### src/rtl/seg7_pkg.sv
// rtl/seg7_pkg.sv - shared types and segment constants for the 7-segment scan controller
package seg7_pkg;

   // Scan sequencer states
   typedef enum logic [1:0] {
      IDLE  = 2'd0,
      BLANK = 2'd1,
      SHOW  = 2'd2
   } state_t;

   // All segments off
   localparam logic [6:0] SEG_BLANK = 7'b0000000;

   // Hex digit to segments, bit6=a .. bit0=g, active high; entry 0 is the rightmost element
   localparam logic [15:0][6:0] HEX_SEG_TABLE = {
      7'b1000111,  // F
      7'b1001111,  // E
      7'b0111101,  // d
      7'b1001110,  // C
      7'b0011111,  // b
      7'b1110111,  // A
      7'b1111011,  // 9
      7'b1111111,  // 8
      7'b1110000,  // 7
      7'b1011111,  // 6
      7'b1011011,  // 5
      7'b0110011,  // 4
      7'b1111001,  // 3
      7'b1101101,  // 2
      7'b0110000,  // 1
      7'b1111110   // 0
   };

endpackage

### src/rtl/hex_seg_decode.sv
// rtl/hex_seg_decode.sv - combinational hex nibble to 7-segment decoder
module hex_seg_decode
   import seg7_pkg::*;
(
   input  logic [3:0] hex,
   output logic [6:0] seg
);

   assign seg = HEX_SEG_TABLE[hex];

endmodule

### src/rtl/seg7_scan_controller.sv
// rtl/seg7_scan_controller.sv - multiplexed 7-segment scanner; SEG7_LEADING_ZERO_BLANK_EN blanks leading zeros
module seg7_scan_controller
   import seg7_pkg::*;
#(
   parameter int NUM_DIGITS   = 4,
   parameter int PRESCALE     = 50000,
   parameter int BLANK_CYCLES = 16
) (
   input  logic                    clk,
   input  logic                    reset_n,
   input  logic                    load_valid,
   output logic                    load_ready,
   input  logic [4*NUM_DIGITS-1:0] load_data,
   input  logic                    display_en,
   output logic [6:0]              seg_out,
   output logic [NUM_DIGITS-1:0]   digit_sel,
   output logic                    frame_done
);

   localparam int CW = (PRESCALE > 1) ? $clog2(PRESCALE) : 1;
   localparam int IW = (NUM_DIGITS > 1) ? $clog2(NUM_DIGITS) : 1;
   localparam int DW = 4 * NUM_DIGITS;

   localparam logic [CW-1:0] BLANK_LAST = CW'((BLANK_CYCLES > 0) ? BLANK_CYCLES - 1 : 0);
   localparam logic [CW-1:0] SHOW_LAST  = CW'(PRESCALE - BLANK_CYCLES - 1);
   localparam logic [IW-1:0] LAST_IDX   = IW'(NUM_DIGITS - 1);
   // With no blank gap every slot starts directly in SHOW
   localparam state_t        SLOT_START = (BLANK_CYCLES > 0) ? BLANK : SHOW;

   state_t          state, nxt_state;
   logic [IW-1:0]   idx, nxt_idx;
   logic [CW-1:0]   cnt, nxt_cnt;
   logic [DW-1:0]   disp_reg, nxt_disp;
   logic [DW-1:0]   shadow, nxt_shadow;
   logic            pending, nxt_pending;
   logic            nxt_frame;
   logic [3:0]      nib;
   logic [6:0]      dec_seg;
   logic [6:0]      nxt_seg;
   logic [NUM_DIGITS-1:0] nxt_sel;
   logic [IW-1:0]   top_idx;

   assign load_ready = !pending;

   // Next-state, slot sequencing and frame-aligned shadow-to-display transfer
   always_comb begin
      nxt_state   = state;
      nxt_idx     = idx;
      nxt_cnt     = cnt + CW'(1);
      nxt_disp    = disp_reg;
      nxt_shadow  = shadow;
      nxt_pending = pending;
      nxt_frame   = 1'b0;

      case (state)
         IDLE: begin
            nxt_cnt = '0;
            // Nothing is being shown, so a pending value can land immediately
            if (pending) begin
               nxt_disp    = shadow;
               nxt_pending = 1'b0;
            end
            if (display_en) begin
               nxt_idx   = '0;
               nxt_state = SLOT_START;
            end
         end
         BLANK: begin
            if (cnt == BLANK_LAST) begin
               nxt_cnt   = '0;
               nxt_state = SHOW;
            end
         end
         SHOW: begin
            if (cnt == SHOW_LAST) begin
               nxt_cnt   = '0;
               nxt_state = SLOT_START;
               if (idx == LAST_IDX) begin
                  nxt_idx   = '0;
                  nxt_frame = 1'b1;
                  if (pending) begin
                     nxt_disp    = shadow;
                     nxt_pending = 1'b0;
                  end
               end else begin
                  nxt_idx = idx + IW'(1);
               end
            end
         end
         default: begin
            nxt_state = IDLE;
            nxt_cnt   = '0;
            nxt_idx   = '0;
         end
      endcase

      // Disable wins over any slot or frame event this cycle
      if (!display_en) begin
         nxt_state = IDLE;
         nxt_idx   = '0;
         nxt_cnt   = '0;
         nxt_frame = 1'b0;
      end

      // A transfer only happens with pending clear, so it never collides with the loads above
      if (load_valid && !pending) begin
         nxt_shadow  = load_data;
         nxt_pending = 1'b1;
      end
   end

   // Select the nibble and digit enable for the slot being entered
   always_comb begin
      nib     = 4'h0;
      nxt_sel = '0;
      top_idx = '0;
      for (int i = 0; i < NUM_DIGITS; i++) begin
         if (nxt_idx == IW'(i)) begin
            nib        = nxt_disp[4*i +: 4];
            nxt_sel[i] = (nxt_state == SHOW);
         end
         if (nxt_disp[4*i +: 4] != 4'h0) begin
            top_idx = IW'(i);
         end
      end
   end

   hex_seg_decode u_dec (
      .hex (nib),
      .seg (dec_seg)
   );

   // Segment pattern for the slot being entered; blank outside SHOW
   always_comb begin
      nxt_seg = SEG_BLANK;
      if (nxt_state == SHOW) begin
`ifdef SEG7_LEADING_ZERO_BLANK_EN
         // Digit 0 is never above top_idx, so a zero value still shows one "0"
         nxt_seg = (nxt_idx > top_idx) ? SEG_BLANK : dec_seg;
`else
         nxt_seg = dec_seg;
`endif
      end
   end

   // State, datapath and registered outputs
   always_ff @(posedge clk) begin
      if (!reset_n) begin
         state      <= IDLE;
         idx        <= '0;
         cnt        <= '0;
         disp_reg   <= '0;
         shadow     <= '0;
         pending    <= 1'b0;
         seg_out    <= SEG_BLANK;
         digit_sel  <= '0;
         frame_done <= 1'b0;
      end else begin
         state      <= nxt_state;
         idx        <= nxt_idx;
         cnt        <= nxt_cnt;
         disp_reg   <= nxt_disp;
         shadow     <= nxt_shadow;
         pending    <= nxt_pending;
         seg_out    <= nxt_seg;
         digit_sel  <= nxt_sel;
         frame_done <= nxt_frame;
      end
   end

endmodule

### config.mk
export PLATFORM = sky130hd
export DESIGN_NAME = seg7_scan_controller
export DESIGN_NICKNAME = d
export VERILOG_FILES = /design/src/rtl/seg7_pkg.sv /design/src/rtl/hex_seg_decode.sv /design/src/rtl/seg7_scan_controller.sv
export SDC_FILE = /design/constraint.sdc
export NUM_CORES = 1
export LEC_CHECK = 0
export CAP_MARGIN = 20
export CELL_PAD_IN_SITES_DETAIL_PLACEMENT = 0
export CELL_PAD_IN_SITES_GLOBAL_PLACEMENT = 1
export CORE_AREA = 2 2 87 89
export CTS_BUF_LIST = sky130_fd_sc_hd__clkbuf_8
export CTS_CLUSTER_SIZE = 14
export DETAILED_ROUTE_END_ITERATION = 8
export DIE_AREA = 0 0 89 91
export PLACE_DENSITY = 0.87
export SYNTH_ARGS = -nofsm -noshare
export SYNTH_HDL_FRONTEND = slang
export SYNTH_SLANG_ARGS = --single-unit
### constraint.sdc
create_clock -name clk -period 4.4 [get_ports clk]
set_input_delay 1.1 -clock clk [delete_from_list [all_inputs] [get_ports clk]]
set_output_delay 1.1 -clock clk [all_outputs]
set_load 0.05 [all_outputs]
==> results.toml <==
# implementation run metrics
[yosys]
edf_count = 0
ys_sh_xor_pct = 3.73
simple_gate_area_share_pct = 23.8
mux_area_share_pct = 1.76
numSynthFlops = 65
async_reset_ff_share_pct = 0
yosysWarnings = 0
yosysCellCount = 353
ys_top_logic_family = "simple AND/OR/NAND/NOR gates"
syn_area_sq_mm = 0.00305
ys.flop_type = "dfxtp_1"
synth_cell_types = 61
yosysSeqAreaShare_pct = 42.6
synth-adder-area-share_pct = 5.33
ys_sh_aoi_pct = 18.3
fp_nets = 386

[finish]
comb_share_pct = 44.7
logic_area_sq_mm = 0.00162
final_common_cell = "dfxtp_1"
antenna_cells = 0
final-clk-cell-share_pct = 4.78
buffers = 36
inv_count = 13
comb_cells = 257
drive_gt1_share_pct = 8.01
fillerInstances = 706
nNetsFinal = 415
lay_top_cells = "65 x dfxtp_1, 50 x nand2_1, 40 x nor2_1"
largest_class = "multi-input combinational cells"

[sta]
final.setup.tns_ps = 0
final.min_clock_period_ps = 3770
setup_viol = 0
final_hold_viol_count = 0
tightest_slew_ps = 1020
skew_ps = 9.30
rsz0062_at_grt = "false"
final_max_slew_viol_count = 0
slew_headroom_pct = 31.2
period_used_pct = 85.8
max_freq_ghz = 0.265

[run]
log.warning_count = 35
maxCapViolCount = 0

[grt]
grt_pass1_vias = 2341
grtUsageMet3_pct = 5.73
grt_max_degree = 30
grt_use_met2_pct = 24.6
busiest_layer = "met2"
grt_pass1_wl_mm = 11.0
overflow = 0
track_usage_pct = 17.3

[route]
via_per_inst = 5.33
route.detailed.drc = 0
drt_iter0_drc = 153
firstDrtPassIters = 4
vias = 2592
wl_per_cell_microns = 13.5
routed_wl_mm = 6.56

[worst_setup_path]
crit_end = "seg_out[6]"
r2r-end = "seg_out[6]"
crit_fanout = 8
setup.worst_path.end_class = "flop"
reg2reg_depth = 11
cp.required_ps = 4650
critical_path_class = "flop to flop"
arrival_ps = 4020
startpoint = "cnt[0]"
r2r_slack_ps = 630

[floorplanning]
n_tap_cell = 99
fp_util_pct = 42.8
num_io_pins = 33
chip_area_sq_mm = 0.00810

[min_path]
holdPathStages = 2
hold_class = "flop to flop"

[pwr]
power_density_mw_per_mm2 = 317
ir_worst_vdd_v = 0.000196

[place]
place_congestion = 0.926
place_area_sq_mm = 0.00344
numPortBuffers = 32
hpwl_mm = 4.73

[clock_network]
cts.sink_count = 65
clockRootBuffer = "clkbuf_8"
hold_buffers = 0
cts_max_level = 3
post_cts_resize_count = 0
cts_buffer_depth = 2
cts_setup_buffers = 0

[outcome]
status = "finished, final reports clean"
-- worst max-delay path, cell delays in order (launching register included) --
cell and delay [ps]:
dfxtp_1 370, ha_1 220, and3_1 250, and4_1 330, a21boi_0 370, a22oi_1 340
a21oi_1 110, o31ai_1 610, inv_1 190, ha_1 260, or4b_1 530, o311ai_1 100
-- routing by layer --
layer	vias to the layer above	part of all wire (%)	wire length [microns]
li1	1314	-	-
met1	1198	49	3230
met2	70	44	2860
met3	10	5.4	357
met4	0	1.6	108
met5	-	0	0
-- per-stage QoR --
stage	worst slack [ps]	instances	utilization, %	hold WS (ps)
after floorplan	1130	353	-	430
after global placement	561	470	48.2	442
after detailed placement	463	470	48.2	454
after CTS	624	486	50.6	464
after global routing	287	486	50.6	483
final	626	486	50.6	460
-- Yosys cell counts (all sizes together), types with 2 or more instances --
master	count	area, sq um
a21boi	2	15.0
a21oi	23	126
a221o	2	20.0
a221oi	3	38.8
a22o	4	35.0
a22oi	8	60.1
a311oi	2	17.5
a32oi	3	33.8
and2	5	31.3
and3	4	25.0
and4	3	26.3
buf	5	40.0
clkbuf	13	48.8
dfxtp	65	1300
ha	13	163
inv	13	48.8
mux2	3	33.8
mux2i	2	20.0
nand2	50	188
nand3	11	55.1
nand4	6	37.5
nor2	41	156
nor2b	2	12.5
nor3	14	81.3
nor4	3	25.0
o211a	2	20.0
o211ai	4	30.0
o21a	2	15.0
o21ai	10	50.0
o22ai	3	18.8
o311ai	2	17.5
or3	2	12.5
or4	2	18.8
xnor2	6	52.6
xor2	7	61.3
-- report_power, final --
group / total (mW) / switching, mW / internal (mW) / leakage, nW
clock network: 0.443 / 0.228 / 0.215 / 0.0932
logic: 0.0923 / 0.0514 / 0.0409 / 0.710
registers: 0.611 / 0.00925 / 0.602 / 0.527
==> images/clocks.png <==
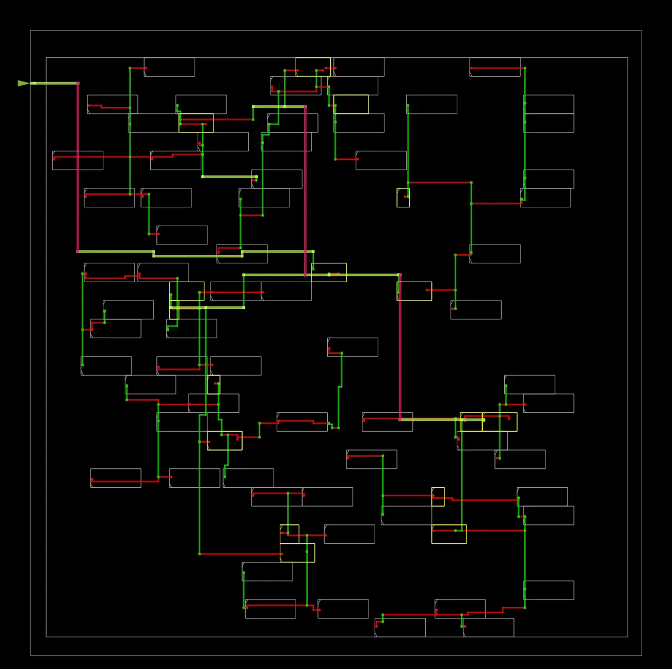
Skew-Pair Late Insertion Delay: 340 ps
CTS buffer count: 9
FFs & Latches: 65
Clock group: 0.443 mW

==> images/placement_by_type.png <==
Fill, decap, tap and diode cells in grey.
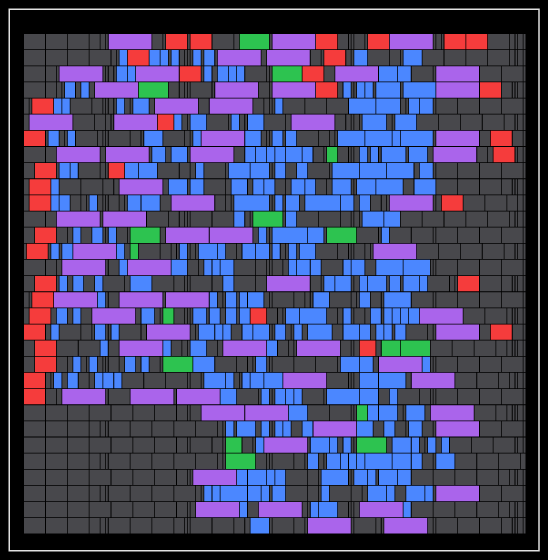
purple -> flops  # cells 65, share of their area 37%
red -> other buffers and delay cells  # cells 36, share of their area 10%
blue -> combinational and other logic  # cells 270, share of their area 48%
green -> clock drivers and dummy loads  # cells 16, share of their area 4.9%
standard-cell rows: 31
post-layout util: 50.6%
flop share of the area: 36.0%
core box area: 0.00714 sq mm

==> images/flops_by_reg.png <==
Bar = 20 microns. Other sequential cells in the stronger grey, the rest of the logic in the fainter grey.
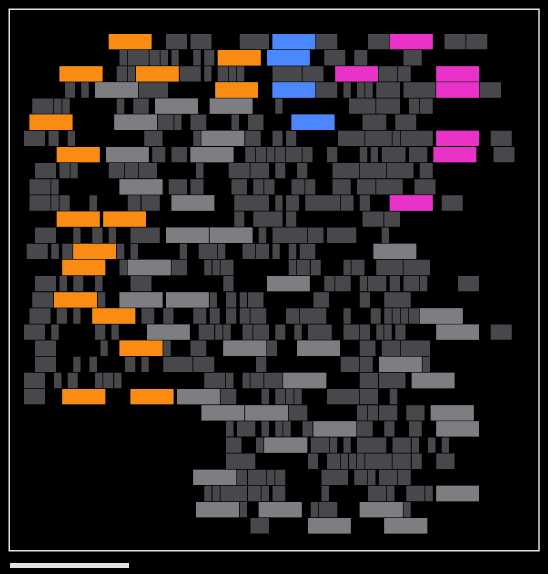
blue -> digit_sel  # placed flops 4, where top centre
magenta -> seg_out  # placed flops 7, where upper right
orange -> shadow  # placed flops 16
not coloured = 38
Seq. pwr: 0.611 mW
Sequential cell area: 0.00130 sq mm

No activity file was given, so power comes from the tool's default toggle rates.
